### src/rtl/uart_tx_fifo.sv
// UART transmitter fed by a small byte FIFO, with configurable frame format and CTS gating.
// All tx changes land on divider ticks; a non-empty FIFO yields back-to-back frames.
module uart_tx_fifo #(
  parameter int CLK_DIV    = 16,
  parameter int DATA_BITS  = 8,
  parameter int PARITY     = 0,
  parameter int STOP_BITS  = 1,
  parameter int FIFO_DEPTH = 4,
  parameter int CTS_EN     = 1
) (
  input  logic                             clk,
  input  logic                             rst_n,
  input  logic [DATA_BITS-1:0]             data,
  input  logic                             data_valid,
  output logic                             data_ready,
  input  logic                             cts,
  output logic                             tx,
  output logic                             busy,
  output logic [$clog2(FIFO_DEPTH+1)-1:0]  fifo_level,
  output logic                             tx_done
);
  localparam int DW = $clog2(CLK_DIV);
  localparam int AW = $clog2(FIFO_DEPTH);
  localparam int LW = $clog2(FIFO_DEPTH + 1);
  localparam int CW = 4;

  typedef enum logic [2:0] {S_IDLE, S_START, S_DATA, S_PARITY, S_STOP} state_t;

  state_t               state, state_nxt;
  logic [DW-1:0]        div_cnt;
  logic                 bit_tick;
  logic [DATA_BITS-1:0] mem [FIFO_DEPTH];
  logic [AW-1:0]        wr_ptr, rd_ptr;
  logic                 push, pop, fifo_empty, can_start;
  logic [DATA_BITS-1:0] shreg, shreg_nxt;
  logic                 par_bit, par_nxt;
  logic [CW-1:0]        cnt, cnt_nxt;
  logic                 tx_nxt, busy_nxt, done_nxt;

  assign bit_tick = (div_cnt == DW'(CLK_DIV - 1));

  always_ff @(posedge clk or negedge rst_n) begin
    if (!rst_n)        div_cnt <= '0;
    else if (bit_tick) div_cnt <= '0;
    else               div_cnt <= div_cnt + DW'(1);
  end

  assign data_ready = (fifo_level != LW'(FIFO_DEPTH));
  assign fifo_empty = (fifo_level == '0);
  assign push       = data_valid & data_ready;
  assign can_start  = !fifo_empty && (cts || (CTS_EN == 0));

  always_ff @(posedge clk) begin
    if (push) mem[wr_ptr] <= data;
  end

  always_ff @(posedge clk or negedge rst_n) begin
    if (!rst_n) begin
      wr_ptr     <= '0;
      rd_ptr     <= '0;
      fifo_level <= '0;
    end else begin
      if (push) wr_ptr <= wr_ptr + AW'(1);
      if (pop)  rd_ptr <= rd_ptr + AW'(1);
      if (push && !pop)      fifo_level <= fifo_level + LW'(1);
      else if (pop && !push) fifo_level <= fifo_level - LW'(1);
    end
  end

  always_ff @(posedge clk or negedge rst_n) begin
    if (!rst_n) begin
      state   <= S_IDLE;
      tx      <= 1'b1;
      busy    <= 1'b0;
      tx_done <= 1'b0;
      shreg   <= '0;
      par_bit <= 1'b0;
      cnt     <= '0;
    end else begin
      state   <= state_nxt;
      tx      <= tx_nxt;
      busy    <= busy_nxt;
      tx_done <= done_nxt;
      shreg   <= shreg_nxt;
      par_bit <= par_nxt;
      cnt     <= cnt_nxt;
    end
  end

  // Loading a frame (from IDLE or straight out of the last stop bit) pops the FIFO head.
  always_comb begin
    state_nxt = state;
    tx_nxt    = tx;
    busy_nxt  = busy;
    done_nxt  = 1'b0;
    shreg_nxt = shreg;
    par_nxt   = par_bit;
    cnt_nxt   = cnt;
    pop       = 1'b0;
    if (bit_tick) begin
      unique case (state)
        S_IDLE: begin
          if (can_start) begin
            pop       = 1'b1;
            state_nxt = S_START;
            tx_nxt    = 1'b0;
            busy_nxt  = 1'b1;
            shreg_nxt = mem[rd_ptr];
            par_nxt   = (^mem[rd_ptr]) ^ (PARITY == 1);
          end
        end
        S_START: begin
          state_nxt = S_DATA;
          tx_nxt    = shreg[0];
          shreg_nxt = shreg >> 1;
          cnt_nxt   = '0;
        end
        S_DATA: begin
          if (cnt == CW'(DATA_BITS - 1)) begin
            cnt_nxt = '0;
            if (PARITY != 0) begin
              state_nxt = S_PARITY;
              tx_nxt    = par_bit;
            end else begin
              state_nxt = S_STOP;
              tx_nxt    = 1'b1;
            end
          end else begin
            tx_nxt    = shreg[0];
            shreg_nxt = shreg >> 1;
            cnt_nxt   = cnt + CW'(1);
          end
        end
        S_PARITY: begin
          state_nxt = S_STOP;
          tx_nxt    = 1'b1;
          cnt_nxt   = '0;
        end
        S_STOP: begin
          if (cnt == CW'(STOP_BITS - 1)) begin
            done_nxt = 1'b1;
            cnt_nxt  = '0;
            if (can_start) begin
              pop       = 1'b1;
              state_nxt = S_START;
              tx_nxt    = 1'b0;
              shreg_nxt = mem[rd_ptr];
              par_nxt   = (^mem[rd_ptr]) ^ (PARITY == 1);
            end else begin
              state_nxt = S_IDLE;
              busy_nxt  = 1'b0;
            end
          end else begin
            cnt_nxt = cnt + CW'(1);
          end
        end
        default: state_nxt = S_IDLE;
      endcase
    end
  end
endmodule

### config.mk
export PLATFORM = sky130hd
export DESIGN_NAME = uart_tx_fifo
export DESIGN_NICKNAME = d
export VERILOG_FILES = /design/src/rtl/uart_tx_fifo.sv
export SDC_FILE = /design/constraint.sdc
export NUM_CORES = 1
export LEC_CHECK = 0
export CAP_MARGIN = 20
export CORE_MARGIN = 3
export CORE_UTILIZATION = 55
export DETAILED_ROUTE_END_ITERATION = 16
export GPL_ROUTABILITY_DRIVEN = 0
export PLACE_DENSITY = 0.75
export SYNTH_ARGS = -nofsm -noshare
export SYNTH_HDL_FRONTEND = slang
export SYNTH_SLANG_ARGS = --single-unit
### constraint.sdc
create_clock -name clk -period 3 [get_ports clk]
set_input_delay 0.3 -clock clk [delete_from_list [all_inputs] [get_ports clk]]
set_output_delay 0.3 -clock clk [all_outputs]
set_load 0.005 [all_outputs]
==> summary.txt, run 1 <==
run metrics: R2R depth=9, Power Clock=762 uW, worst-case clock skew=approximately 9.1 ps, post-synthesis sequential area ratio=about 61%, non-clock inverter count in the final layout=10, Area after DPL=a little over 3000 um^2, DP HPWL=approximately 3.3 mm, Power Combinational=315 uW, Worst EP required=3210 ps, worst hold path type=input pin to async pin, pre-CTS setup slack=488 ps, Syn. warnings=0, Slew HR=between 60% and 70%, WL met2=~2.3 mm, AND-OR/OR-AND Cells, Area Fraction=7.90%, FF/Latch Area=approximately 1700 um^2, VDD IR max=0.493 mV, Largest stage delay, worst path=~470 ps, endpoints failing setup=0, utilization after layout=approximately two thirds, largest class=flip-flops and latches, adder share=4.33%, cells in synth_stat.txt=188, simple share=just over 8%, top-count cell post-synth=edfxtp_1, Mapped Area=between 2000 and 3000 um^2, CTS root buf=clkbuf_8, DR iter-0 viols=85, Synth Flop Type=edfxtp_1, Regs by FF count=mem: 32 flops, shreg: 8 flops, Syn Nets=around 210, non-filler cells, final=285, DR top layer=met4, grt ovf=0, GR Util met3=under 10%, Area growth syn-to-layout=16.4%, postcts setup bufs=0, setup TNS=0 ps, Mux area share=roughly 13%, Final Slew Violations=0, # Taps=roughly 67, non-clk buf share=6.05%, met2 usage=approximately 28%, Critical-path top delay cell=nor3b_1, Inst Count DP=around 270, RSZ-0062 raised after global routing=false, finished layout cell area=between 3000 and 4000 um^2, Critical Path, Cell by Cell=inv_1 > ha_1 > nor3b_1 > o2111a_1 > inv_2 > ha_1 > inv_1 > fa_1 > mux2_2, status=finished, final reports clean
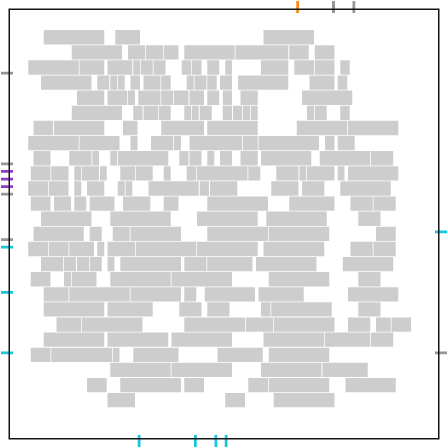
*I/O pins on the die edge, run 1*
Pins as bars across the die edge, other pins in grey.
Key: orange = tx [pins 1, direction output, edge top]; purple = fifo_level [pins 3, direction output, edge left]; cyan = data [pins 8, direction input, edge 4 bottom, 3 left, 1 right]
All pins by edge: 10 left, 4 bottom, 3 top, 2 right.

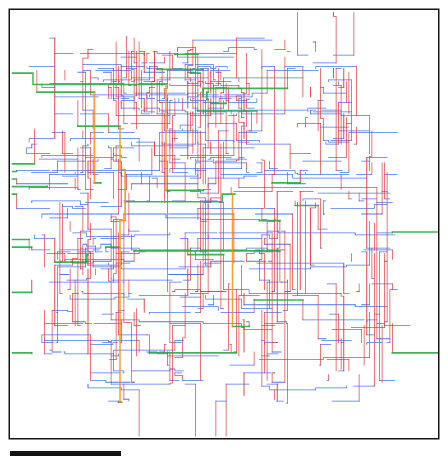
*Routed metal, one colour a layer, run 1*
The bar under the picture is 20 um long.
Key: blue = M1 [wire length 2,090 um]; red = M2 [wire length 2,250 um]; green = M3 [wire length 247 um]; orange = M4 [wire length 111 um]
GRT Total Usage: 18.1%
DR WL/cell: 16.5 um

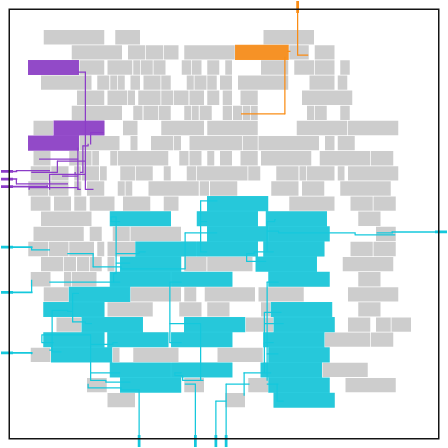
*Wires at chosen ports, followed through buffers, run 1*
Key: orange = tx [bits 1, direction output, end cells 1, buffers 1, wire 28.0 um]; purple = fifo_level [bits 3, direction output, end cells 3, buffers 3, wire 107 um]; cyan = data [bits 8, direction input, end cells 32, buffers 8, wire 362 um]

## Run 2: what changed since run 1
==> constraint.sdc (replaced) <==
create_clock -name clk -period 2.5 [get_ports clk]
set_input_delay 0.25 -clock clk [delete_from_list [all_inputs] [get_ports clk]]
set_output_delay 0.25 -clock clk [all_outputs]
set_load 0.005 [all_outputs]
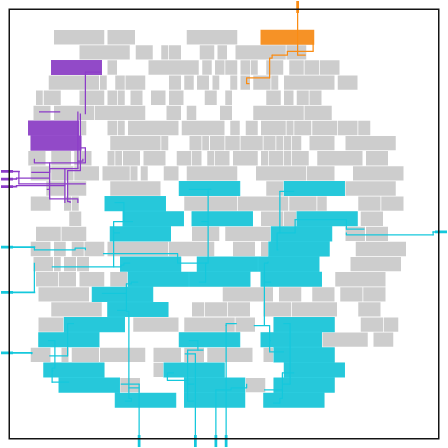
*Wires at chosen ports, followed through buffers, run 2*
Key: purple = fifo_level [bits 3, direction output, end cells 3, buffers 3, wire 117 um]; cyan = data [bits 8, direction input, end cells 32, buffers 8, wire 348 um]; orange = tx [bits 1, direction output, end cells 1, buffers 1, wire 29.3 um]

==> run 2 against run 1 <==
- core utilization up 0.52 points
- via count down 0.12%
- clock power increased by 6.8%
- register-to-register slack got worse by 250 ps
- largest power group unchanged
- first-iteration DRC count increased by 93%
- power up 16%
==> summary.txt, run 2 <==
run metrics: worst hold path type=input pin to async pin (unchanged), AND-OR/OR-AND Cells, Area Fraction=7.90% (unchanged), Worst EP required=2750 ps (was 3210 ps), Syn. warnings=0 (unchanged), CTS root buf=clkbuf_8 (unchanged), DR top layer=met4 (unchanged), post-synthesis sequential area ratio=60.9% (unchanged), finished layout cell area=3250 um^2 (was 3230 um^2), Synth Flop Type=edfxtp_1 (unchanged), non-filler cells, final=291 (was 285), Inst Count DP=275 (was 269), setup TNS=0 ps (unchanged), VDD IR max=0.610 mV (was 0.493 mV), simple share=8.13% (unchanged), Critical Path, Cell by Cell=inv_1 > ha_1 > nor3b_2 > o2111a_1 > inv_2 > ha_1 > inv_1 > fa_1 > xor2_1 > nor2_1 > xor2_1 (was inv_1 > ha_1 > nor3b_1 > o2111a_1 > inv_2 > ha_1 > inv_1 > fa_1 > mux2_2), Area growth syn-to-layout=17.3% (was 16.4%), postcts setup bufs=0 (unchanged), endpoints failing setup=0 (unchanged), Power Clock=814 uW (was 762 uW), worst-case clock skew=8.06 ps (was 9.13 ps), GR Util met3=5.05% (was 4.34%), met2 usage=29.8% (was 28.3%), # Taps=67 (unchanged), Area after DPL=3060 um^2 (was 3020 um^2), status=finished, final reports clean (unchanged), non-clk buf share=7.39% (was 6.05%), Mapped Area=2770 um^2 (unchanged), Regs by FF count=mem: 32 flops, shreg: 8 flops (unchanged), top-count cell post-synth=edfxtp_1 (unchanged), Final Slew Violations=0 (unchanged), Largest stage delay, worst path=410 ps (was 470 ps), adder share=4.33% (unchanged), FF/Latch Area=1690 um^2 (unchanged), RSZ-0062 raised after global routing=false (unchanged), WL met2=2.41 mm (was 2.25 mm), DR WL/cell=17.0 um (was 16.5 um), DR iter-0 viols=164 (was 85), DP HPWL=3.42 mm (was 3.30 mm), PortBufs=18 (unchanged), GRT Total Usage=19.2% (was 18.1%), Mux area share=13.4% (unchanged), leak pwr=0.00133 uW (was 0.00130 uW), Slew HR=64.0% (was 60.7%), R2R depth=11 (was 9), pre-CTS setup slack=140 ps (was 488 ps), CP Launch Point=cnt[0] (unchanged), Critical-path top delay cell=dfrtp_1 (was nor3b_1), Syn Nets=209 (unchanged)
No activity file was given, so power comes from the tool's default toggle rates.
